===== src/rtl/pc_fetch_if.sv =====
`default_nettype none
// +----------------------------------------------------------------------------+
// | pc_fetch_if : fetch-PC controller bus (hazard/D/CP0 inputs, IM-side outs)  |
// | Rev 1.0                                                                    |
// +----------------------------------------------------------------------------+
interface pc_fetch_if #(
    parameter int ADDR_W = 32
);
    logic              stall;
    logic              imem_ready;
    logic [ADDR_W-1:0] pc_d4;
    logic [25:0]       imm_index;
    logic [ADDR_W-1:0] reg_target;
    logic              cmp;
    logic              is_b;
    logic              is_j;
    logic              is_jr;
    logic              exc_req;
    logic              eret;
    logic [ADDR_W-1:0] epc;
    logic [ADDR_W-1:0] pc_f;
    logic [ADDR_W-1:0] pc_f4;
    logic              fetch_kill;
    logic              adel_f;
    logic              pend_vld;

    modport master (
        output stall, imem_ready, pc_d4, imm_index, reg_target, cmp,
               is_b, is_j, is_jr, exc_req, eret, epc,
        input  pc_f, pc_f4, fetch_kill, adel_f, pend_vld
    );

    modport slave (
        input  stall, imem_ready, pc_d4, imm_index, reg_target, cmp,
               is_b, is_j, is_jr, exc_req, eret, epc,
        output pc_f, pc_f4, fetch_kill, adel_f, pend_vld
    );
endinterface
`default_nettype wire


===== src/rtl/pc_fetch_ctrl.sv =====
`default_nettype none
// +----------------------------------------------------------------------------+
// | pc_fetch_ctrl : registered fetch PC with next-PC select and redirect buffer|
// | Rev 1.0                                                                    |
// +----------------------------------------------------------------------------+
module pc_fetch_ctrl #(
    parameter int                ADDR_W   = 32,
    parameter logic [ADDR_W-1:0] RESET_PC = 32'h0000_3000,
    parameter logic [ADDR_W-1:0] EXC_VEC  = 32'h0000_4180,
    parameter logic [ADDR_W-1:0] TEXT_LO  = 32'h0000_3000,
    parameter logic [ADDR_W-1:0] TEXT_HI  = 32'h0000_6ffc
) (
    input  wire logic   clk,
    input  wire logic   reset,
    pc_fetch_if.slave   bus
);
    localparam logic [0:0] c_ST_RUN  = 1'b0;
    localparam logic [0:0] c_ST_WAIT = 1'b1;

    logic [0:0]        state_q, state_d;
    logic [ADDR_W-1:0] pc_q, pc_d;
    logic [ADDR_W-1:0] pend_pc_q, pend_pc_d;

    logic [ADDR_W-1:0] w_br_tgt;
    logic [ADDR_W-1:0] w_j_tgt;
    logic [ADDR_W-1:0] w_hard_tgt;
    logic [ADDR_W-1:0] w_tgt;
    logic              w_hard;
    logic              w_soft;
    logic              w_redirect;
    logic              w_pend;

    assign w_pend   = (state_q == c_ST_WAIT);
    assign w_br_tgt = bus.pc_d4 + {{(ADDR_W-18){bus.imm_index[15]}}, bus.imm_index[15:0], 2'b00};
    assign w_j_tgt  = {bus.pc_d4[ADDR_W-1:28], bus.imm_index, 2'b00};

    assign w_hard     = bus.exc_req | bus.eret;
    assign w_hard_tgt = bus.exc_req ? EXC_VEC : bus.epc;
    // Soft redirects are ignored while stalled or while one is already buffered.
    assign w_soft     = ~bus.stall & ~w_pend & (bus.is_jr | bus.is_j | (bus.is_b & bus.cmp));
    assign w_redirect = w_hard | w_soft;

    always_comb begin
        w_tgt = w_br_tgt;
        if (w_hard)
            w_tgt = w_hard_tgt;
        else if (bus.is_jr)
            w_tgt = bus.reg_target;
        else if (bus.is_j)
            w_tgt = w_j_tgt;
    end

    always_comb begin
        state_d   = state_q;
        pc_d      = pc_q;
        pend_pc_d = pend_pc_q;
        case (state_q)
            c_ST_RUN: begin
                if (!w_redirect) begin
                    if (bus.imem_ready && !bus.stall)
                        pc_d = pc_q + ADDR_W'(4);
                end else if (bus.imem_ready) begin
                    pc_d = w_tgt;
                end else begin
                    pend_pc_d = w_tgt;
                    state_d   = c_ST_WAIT;
                end
            end
            default: begin
                if (bus.imem_ready) begin
                    pc_d    = w_hard ? w_hard_tgt : pend_pc_q;
                    state_d = c_ST_RUN;
                end else if (w_hard) begin
                    pend_pc_d = w_hard_tgt;
                end
            end
        endcase
    end

    always_ff @(posedge clk) begin
        if (!reset) begin
            state_q   <= c_ST_RUN;
            pc_q      <= RESET_PC;
            pend_pc_q <= '0;
        end else begin
            state_q   <= state_d;
            pc_q      <= pc_d;
            pend_pc_q <= pend_pc_d;
        end
    end

    assign bus.pc_f       = pc_q;
    assign bus.pc_f4      = pc_q + ADDR_W'(4);
    assign bus.pend_vld   = w_pend;
    assign bus.fetch_kill = reset & bus.imem_ready & (w_pend | w_hard);
    assign bus.adel_f     = (pc_q[1:0] != 2'b00) || (pc_q < TEXT_LO) || (pc_q > TEXT_HI);
endmodule
`default_nettype wire


===== src/flat_wrapper.sv =====
// flat-port wrapper written by rule: the top's interface ports become plain ports
module pc_fetch_ctrl_flat 
#(
    parameter int                ADDR_W   = 32,
    parameter logic [ADDR_W-1:0] RESET_PC = 32'h0000_3000,
    parameter logic [ADDR_W-1:0] EXC_VEC  = 32'h0000_4180,
    parameter logic [ADDR_W-1:0] TEXT_LO  = 32'h0000_3000,
    parameter logic [ADDR_W-1:0] TEXT_HI  = 32'h0000_6ffc
)
  (clk, reset, bus_stall, bus_imem_ready, bus_pc_d4, bus_imm_index, bus_reg_target, bus_cmp, bus_is_b, bus_is_j, bus_is_jr, bus_exc_req, bus_eret, bus_epc, bus_pc_f, bus_pc_f4, bus_fetch_kill, bus_adel_f, bus_pend_vld);
  pc_fetch_if #(.ADDR_W(ADDR_W)) bus_i ();
  input  wire logic clk;
  input  wire logic reset;
  input wire logic [$bits(bus_i.stall)-1:0] bus_stall;
  input wire logic [$bits(bus_i.imem_ready)-1:0] bus_imem_ready;
  input wire logic [$bits(bus_i.pc_d4)-1:0] bus_pc_d4;
  input wire logic [$bits(bus_i.imm_index)-1:0] bus_imm_index;
  input wire logic [$bits(bus_i.reg_target)-1:0] bus_reg_target;
  input wire logic [$bits(bus_i.cmp)-1:0] bus_cmp;
  input wire logic [$bits(bus_i.is_b)-1:0] bus_is_b;
  input wire logic [$bits(bus_i.is_j)-1:0] bus_is_j;
  input wire logic [$bits(bus_i.is_jr)-1:0] bus_is_jr;
  input wire logic [$bits(bus_i.exc_req)-1:0] bus_exc_req;
  input wire logic [$bits(bus_i.eret)-1:0] bus_eret;
  input wire logic [$bits(bus_i.epc)-1:0] bus_epc;
  output wire logic [$bits(bus_i.pc_f)-1:0] bus_pc_f;
  output wire logic [$bits(bus_i.pc_f4)-1:0] bus_pc_f4;
  output wire logic [$bits(bus_i.fetch_kill)-1:0] bus_fetch_kill;
  output wire logic [$bits(bus_i.adel_f)-1:0] bus_adel_f;
  output wire logic [$bits(bus_i.pend_vld)-1:0] bus_pend_vld;
  assign bus_i.stall = bus_stall;
  assign bus_i.imem_ready = bus_imem_ready;
  assign bus_i.pc_d4 = bus_pc_d4;
  assign bus_i.imm_index = bus_imm_index;
  assign bus_i.reg_target = bus_reg_target;
  assign bus_i.cmp = bus_cmp;
  assign bus_i.is_b = bus_is_b;
  assign bus_i.is_j = bus_is_j;
  assign bus_i.is_jr = bus_is_jr;
  assign bus_i.exc_req = bus_exc_req;
  assign bus_i.eret = bus_eret;
  assign bus_i.epc = bus_epc;
  assign bus_pc_f = bus_i.pc_f;
  assign bus_pc_f4 = bus_i.pc_f4;
  assign bus_fetch_kill = bus_i.fetch_kill;
  assign bus_adel_f = bus_i.adel_f;
  assign bus_pend_vld = bus_i.pend_vld;
  pc_fetch_ctrl #(.ADDR_W(ADDR_W), .RESET_PC(RESET_PC), .EXC_VEC(EXC_VEC), .TEXT_LO(TEXT_LO), .TEXT_HI(TEXT_HI)) u_core (.clk(clk), .reset(reset), .bus(bus_i));
endmodule

===== config.mk =====
export PLATFORM = sky130hd
export DESIGN_NAME = pc_fetch_ctrl_flat
export DESIGN_NICKNAME = d
export VERILOG_FILES = /design/src/rtl/pc_fetch_if.sv /design/src/rtl/pc_fetch_ctrl.sv /design/src/flat_wrapper.sv
export SDC_FILE = /design/constraint.sdc
export NUM_CORES = 1
export LEC_CHECK = 0
export CAP_MARGIN = 25
export CORE_UTILIZATION = 45
export CTS_BUF_LIST = sky130_fd_sc_hd__clkbuf_4
export DETAILED_ROUTE_END_ITERATION = 10
export PLACE_DENSITY = 0.81
export SYNTH_ARGS = -nofsm -noshare
export SYNTH_HDL_FRONTEND = slang
export SYNTH_SLANG_ARGS = --single-unit

===== constraint.sdc =====
create_clock -name clk -period 3.35 [get_ports clk]
set_clock_uncertainty 0.1 [all_clocks]
set_input_delay 0.67 -clock clk [delete_from_list [all_inputs] [get_ports clk]]
set_output_delay 0.67 -clock clk [all_outputs]
set_load 0.005 [all_outputs]

Figure 1. Signal wires on met1 (run 1).
Drawn at 4 px/um.
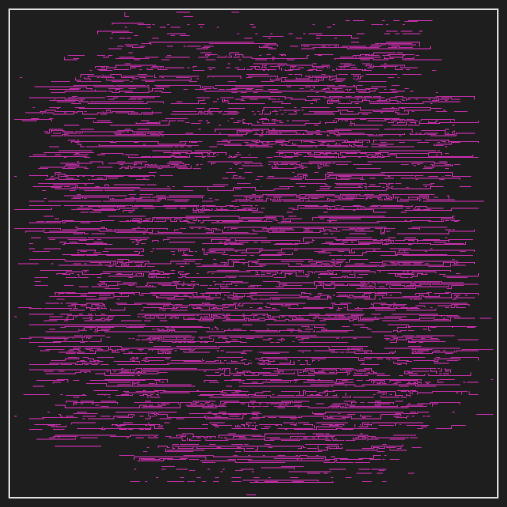
The layer holds 43% of the routed length. 1187 nets have wire on it. The longest straight run is 35.0 um. The wires run mostly horizontal. The layer carries 10700 um of wire.

Figure 2. Sizing map (run 1).
Drawn at 3 px/um.
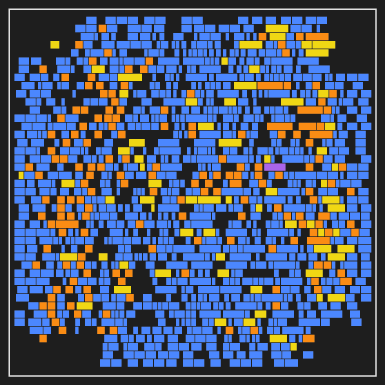
Key: yellow = drive 2 [cells 67, most used dfxtp_2]; blue = drive 1 or less [cells 961, most used clkdlybuf4s50_1]; orange = drive 3 to 4 [cells 172, most used buf_4]; purple = drive 6 and up [cells 1, most used buf_12]

==> deck_impl_summary.md, run 1 <==
Key Metrics from the Run

Finish
  • Layout cell share with drive strength beyond 1: 0.200
  • Synthesis-to-finish area growth: 52.7%
  • FF+latch area: about 1300 um2
  • Combinational Area: 5000 um2
  • Number of nets in the layout: 1361
  • Most numerous logic cells after layout: clkdlybuf4s50_1, buf_4, a21oi_1, nand2_1, nor2_1
  • Fillers: ~1200

STA
  • Fmax: roughly 0.30 GHz
  • PnR worst setup slack: ~56 ps
  • Setup repair after global routing missed its margin: yes
  • Worst Tran Pin Value: slightly above 900 ps
  • Pins Over Slew Limit: 0
  • Part of the cycle the worst path needs: 0.983

Setup path
  • Flop2flop setup slack: about 780 ps
  • CP startpoint kind: primary input
  • Top delay family on crit path: AND-OR/OR-AND gates
  • Crit-path most repeated cell: o211ai_1
  • Crit path depth: 11
  • Critical path buffers and inverters: 1
  • CP endpoint kind: flip-flop
  • Req. time, crit path: about 3500 ps
  • Crit path capture: u_core.bus.pc_f[21]$_SDFFE_PN0P_
  • Peak per-stage delay on the critical path: about 480 ps
  • Worst Setup SP: bus_imm_index[1]
  • Critical path fanouts, max: 4
  • R2R depth: 10

Yosys
  • Cell taking the most area after synthesis: dfxtp_1
  • EDFF count, synth: 0
  • Top cells, area: dfxtp_1, a21oi_1, o21ai_0, ha_1, nand2_1
  • Syn avg cell area: about 7.1 um2
  • Yosys stat area: approximately 6500 um2
  • Ys async rst share: 0
  • Area share, top type: 0.202
  • Main flop type: dfxtp_1
  • Synthesized area: around 6500 um2

Die
  • DIE HEIGHT: around 120 um
  • IO Count: between 150 and 200
  • Die area: approximately 15000 um2
  • Pre-Place Util: 0.463

Drt
  • Drt pass-1 iters: 5
  • Met2 wire length: ~11 mm
  • Highest routed layer: met5
  • Post-Route M1 WL: roughly 11 mm
  • DRT iter0 DRCs: 891
  • Post-DRT Antenna Nets: 0

Status
  • Outcome: finished, final reports clean

Clock network
  • Clk sinks: approximately 65
  • Hold-fix buffers, CTS: 0
  • Total CTS buffers: 9
  • Clk slew on worst S/H paths: ~100 ps

Place
  • Pre-CTS setup slack: -556 ps
  • Routability congestion estimate: 0.963
  • Post-DP HPWL: between 15 and 20 mm

GRT
  • Global-route track usage on met2: 0.496
  • Number of global-route vias before repair: around 7600
  • Largest net degree at the start of global routing: approximately 53
  • First-pass GRT wire length: a little under 40 mm
  • Antenna violations before repair: 1
  • Gr usage total: 0.334
  • Met3 Usage GRT: 0.0524

Power and ir drop
  • Worst vdd ir: roughly 140 uV
  • Pleak: between 4 and 5 nW

Hold path
  • Hold depth: 2
Figure 3. Cell classes on the final placement (run 1).
Drawn at 3 px/um.
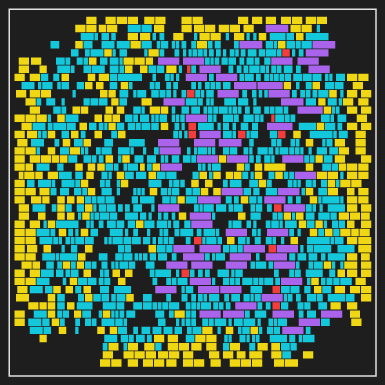
Key: yellow = other buffers and delay cells [cells 346]; purple = flip-flops [cells 65]; cyan = all other logic [cells 776]; red = clock drivers and dummy loads [cells 14]

run 1: report_power, final:
part	leakage [nW]	internal (mW)	switching, mW
Combinational	3.51	0.682	0.625
Clock	0.0583	0.166	0.265
Sequential	0.540	0.835	0.0719
Total	4.11	1.68	0.962
run 1: area by class of cell:
cell class	instances	share of cell area
well taps	180	0.0229
flip-flops and latches	65	0.134
multi-input cells	750	0.508
repair buffers	346	0.315
inverters	26	0.00991
clock inverters	2	0.000762
clock buffers	12	0.00914
run 1: tightest hold or removal path, stage by stage, from the launching register on:
cell     delay, ps
dfxtp_1        330
nand2_1         50
a21oi_1         50
run 1: through the flow:
step           hold slack [ps]  cells  area, um2  setup TNS (ps)  total power, mW
5_1_grt                    386   1381       9850            -110             2.79
3_3_place_gp               338   1355       9430          -11270             2.14
3_5_place_dp               352   1355       9430          -15640             2.16
2_1_floorplan              332    904       6450               0             1.52
6_report                   367   1381       9850               0             2.64
4_1_cts                    365   1375       9660               0             2.59
run 1: sequential cells by signal, summed over array words and instances, names as in the netlist:
name and cells:
u_core.bus.pc_f 32, u_core.bus.pend_vld 1, u_core.pend_pc_q 32
run 1: repair_timing:
action | in CTS | in global routing
setup endpoints to repair | 19 | 41
resized | 28 | 45
setup buffers | 6 | 6
hold endpoints to repair | 0 | 0
pin swaps | 7 | 12
run 1: cell families after synthesis:
logic type                 after synthesis  share of synthesized area
AOI/OAI and AO/OA                      363                      0.366
and+or+nand+nor                        284                      0.212
muxes                                   24                     0.0384
xor gates and xnor gates                48                     0.0663
buffers and inverters                   89                     0.0543
DFF                                     65                      0.202
adders and majority gates               31                     0.0613
==> inputs of run 2 (changes only) <==
--- a/config.mk
+++ b/config.mk
@@ -8,8 +8,10 @@
 export CAP_MARGIN = 25
 export CORE_UTILIZATION = 45
 export CTS_BUF_LIST = sky130_fd_sc_hd__clkbuf_4
+export CTS_CLUSTER_DIAMETER = 60
 export DETAILED_ROUTE_END_ITERATION = 10
 export PLACE_DENSITY = 0.81
 export SYNTH_ARGS = -nofsm -noshare
 export SYNTH_HDL_FRONTEND = slang
 export SYNTH_SLANG_ARGS = --single-unit
+export TNS_END_PERCENT = 50
==> constraint.sdc (replaced) <==
create_clock -name clk -period 3.35 [get_ports clk]
set_clock_uncertainty 0.1 [all_clocks]
set_input_delay 0.67 -clock clk [delete_from_list [all_inputs] [get_ports clk]]
set_output_delay 0.67 -clock clk [all_outputs]
set_load 0.02 [all_outputs]
Figure 4. Track usage over the die (run 2).
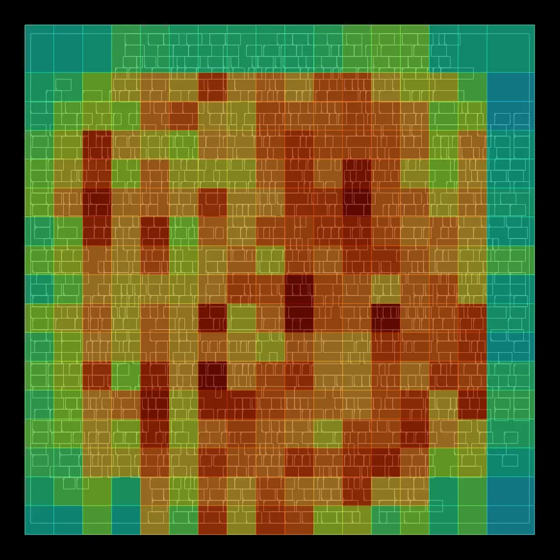
gr usage total: 0.334
final core area utilization: 0.691
WL per Instance: 18.5 um
met1 usage: 0.473

Figure 5. Cell classes on the final placement (run 2).
Drawn at 3 px/um.
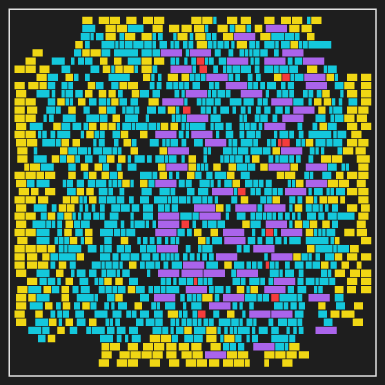
Final Instance Area: 9620 um2
core region area: 13900 um2
Row Count: 43
sequential share of cell area: 0.135

==> run 2 against run 1 <==
Critical path depth fell by 2. Hold slack got worse by 7.2 ps. Non-clock buffer count fell by 4. Sequential power fell by 1%. Highest routed layer is now met4. Critical path type is now reg2out.
==> deck_impl_summary.md, run 2 <==
Key Metrics from the Run

GRT
  • Antenna violations before repair: 1
  • First-pass GRT wire length: between 30 and 40 mm
  • Largest net degree at the start of global routing: between 50 and 60

STA
  • Worst Tran Pin Value: between 800 and 900 ps
  • Hold slack: 360 ps
  • Setup repair after global routing missed its margin: yes
  • Fmax: roughly 0.30 GHz
  • Part of the cycle the worst path needs: 0.988
  • Pins Over Slew Limit: 0

Setup path
  • Req. time, crit path: between 2000 and 3000 ps
  • CP startpoint kind: flip-flop
  • Peak per-stage delay on the critical path: 370 ps
  • CP endpoint kind: output port
  • Critical path fanouts, max: 4
  • Worst Setup SP: u_core.bus.pc_f[5]$_SDFFE_PN0P_
  • Flop2flop setup slack: between 600 and 700 ps
  • Crit-path most repeated cell: nand2_1

Yosys
  • Synthesized area: approximately 6500 um2
  • Top cells, area: dfxtp_1, a21oi_1, o21ai_0, ha_1, nand2_1
  • EDFF count, synth: 0
  • Main flop type: dfxtp_1
  • Syn avg cell area: approximately 7 um2
  • Ys async rst share: 0
  • Area share, top type: 0.202
  • Cell taking the most area after synthesis: dfxtp_1

Place
  • Pre-CTS setup slack: -507 ps
  • Post-DP HPWL: around 20 mm
  • Routability congestion estimate: 0.953

Finish
  • Fillers: roughly 1200
  • Layout cell share with drive strength beyond 1: 0.173

Power and ir drop
  • Logic gate share of total power: 0.507
  • Pleak: 4.01 nW
  • Worst vdd ir: about 130 uV
  • Part of the power in registers: 0.332
  • Internal: 1.64 mW

Drt
  • Drt pass-1 iters: 7

Clock network
  • Hold-fix buffers, CTS: 0

Die
  • IO Count: 199
  • DIE HEIGHT: 122 um
  • Die area: 14800 um2

Hold path
  • Hold depth: 2

Status
  • Outcome: finished, final reports clean
-- run 2: logic make-up (layout without fill, tap and decap cells) --
family          after synthesis  count (layout)  synth area share
compound gates              363             363             0.366
simple gates                284             284             0.212
buf+inv                      89             381            0.0543
flops                        65              65             0.202
xor+xnor                     48              48            0.0663
fa+ha+maj                    31              31            0.0613
mux                          24              24            0.0384
other cells                   0               1                 0
-- run 2: area by class of cell --
class / count / area [um2] / area share
antenna: 1 / 2.50 / 0.000260
clock buffer: 10 / 75.1 / 0.00780
clock inverter: 3 / 11.3 / 0.00117
inverter: 26 / 97.6 / 0.0101
multi-input combinational: 750 / 4890 / 0.508
sequential: 65 / 1300 / 0.135
tap: 180 / 225 / 0.0234
timing repair buffer: 342 / 3020 / 0.314
-- run 2: power by group through the flow --
stage / clock network, mW / registers (mW) / logic (mW)
after detailed placement: 0 / 0.911 / 1.33
after global placement: 0 / 0.906 / 1.31
after floorplan: 0 / 0.940 / 0.656
final: 0.435 / 0.898 / 1.37
after CTS: 0.421 / 0.894 / 1.33
after global routing: 0.453 / 0.904 / 1.46
-- run 2: critical path, delay by kind of cell (launching register included) --
kind / cells / cell delay (ps)
simple gates: 5 / 930
xor+xnor: 1 / 210
flops: 1 / 370
buf+inv: 3 / 580
-- run 2: repair_timing --
item	4_1_cts	5_1_grt
endpoints found under the setup margin	23	40
pin swaps	0	6
gates resized	25	32
buffers inserted	0	1
-- run 2: per-layer routing --
layer	wire length [um]	track usage	vias to the layer above
met2	11100	0.508	535
met1	10700	0.473	3860
met4	821	0.123	0
met5	0	0	-
li1	-	-	3953
met3	2850	0.0520	60
-- run 2: metrics by stage --
step	utilization	instance area, um2
final	0.691	9620
after global placement	0.680	9470
after global routing	0.691	9620
after floorplan	-	6450
after CTS	0.686	9560
after detailed placement	0.680	9470
Power figures rest on the tool's default switching activity, not on a simulated workload.
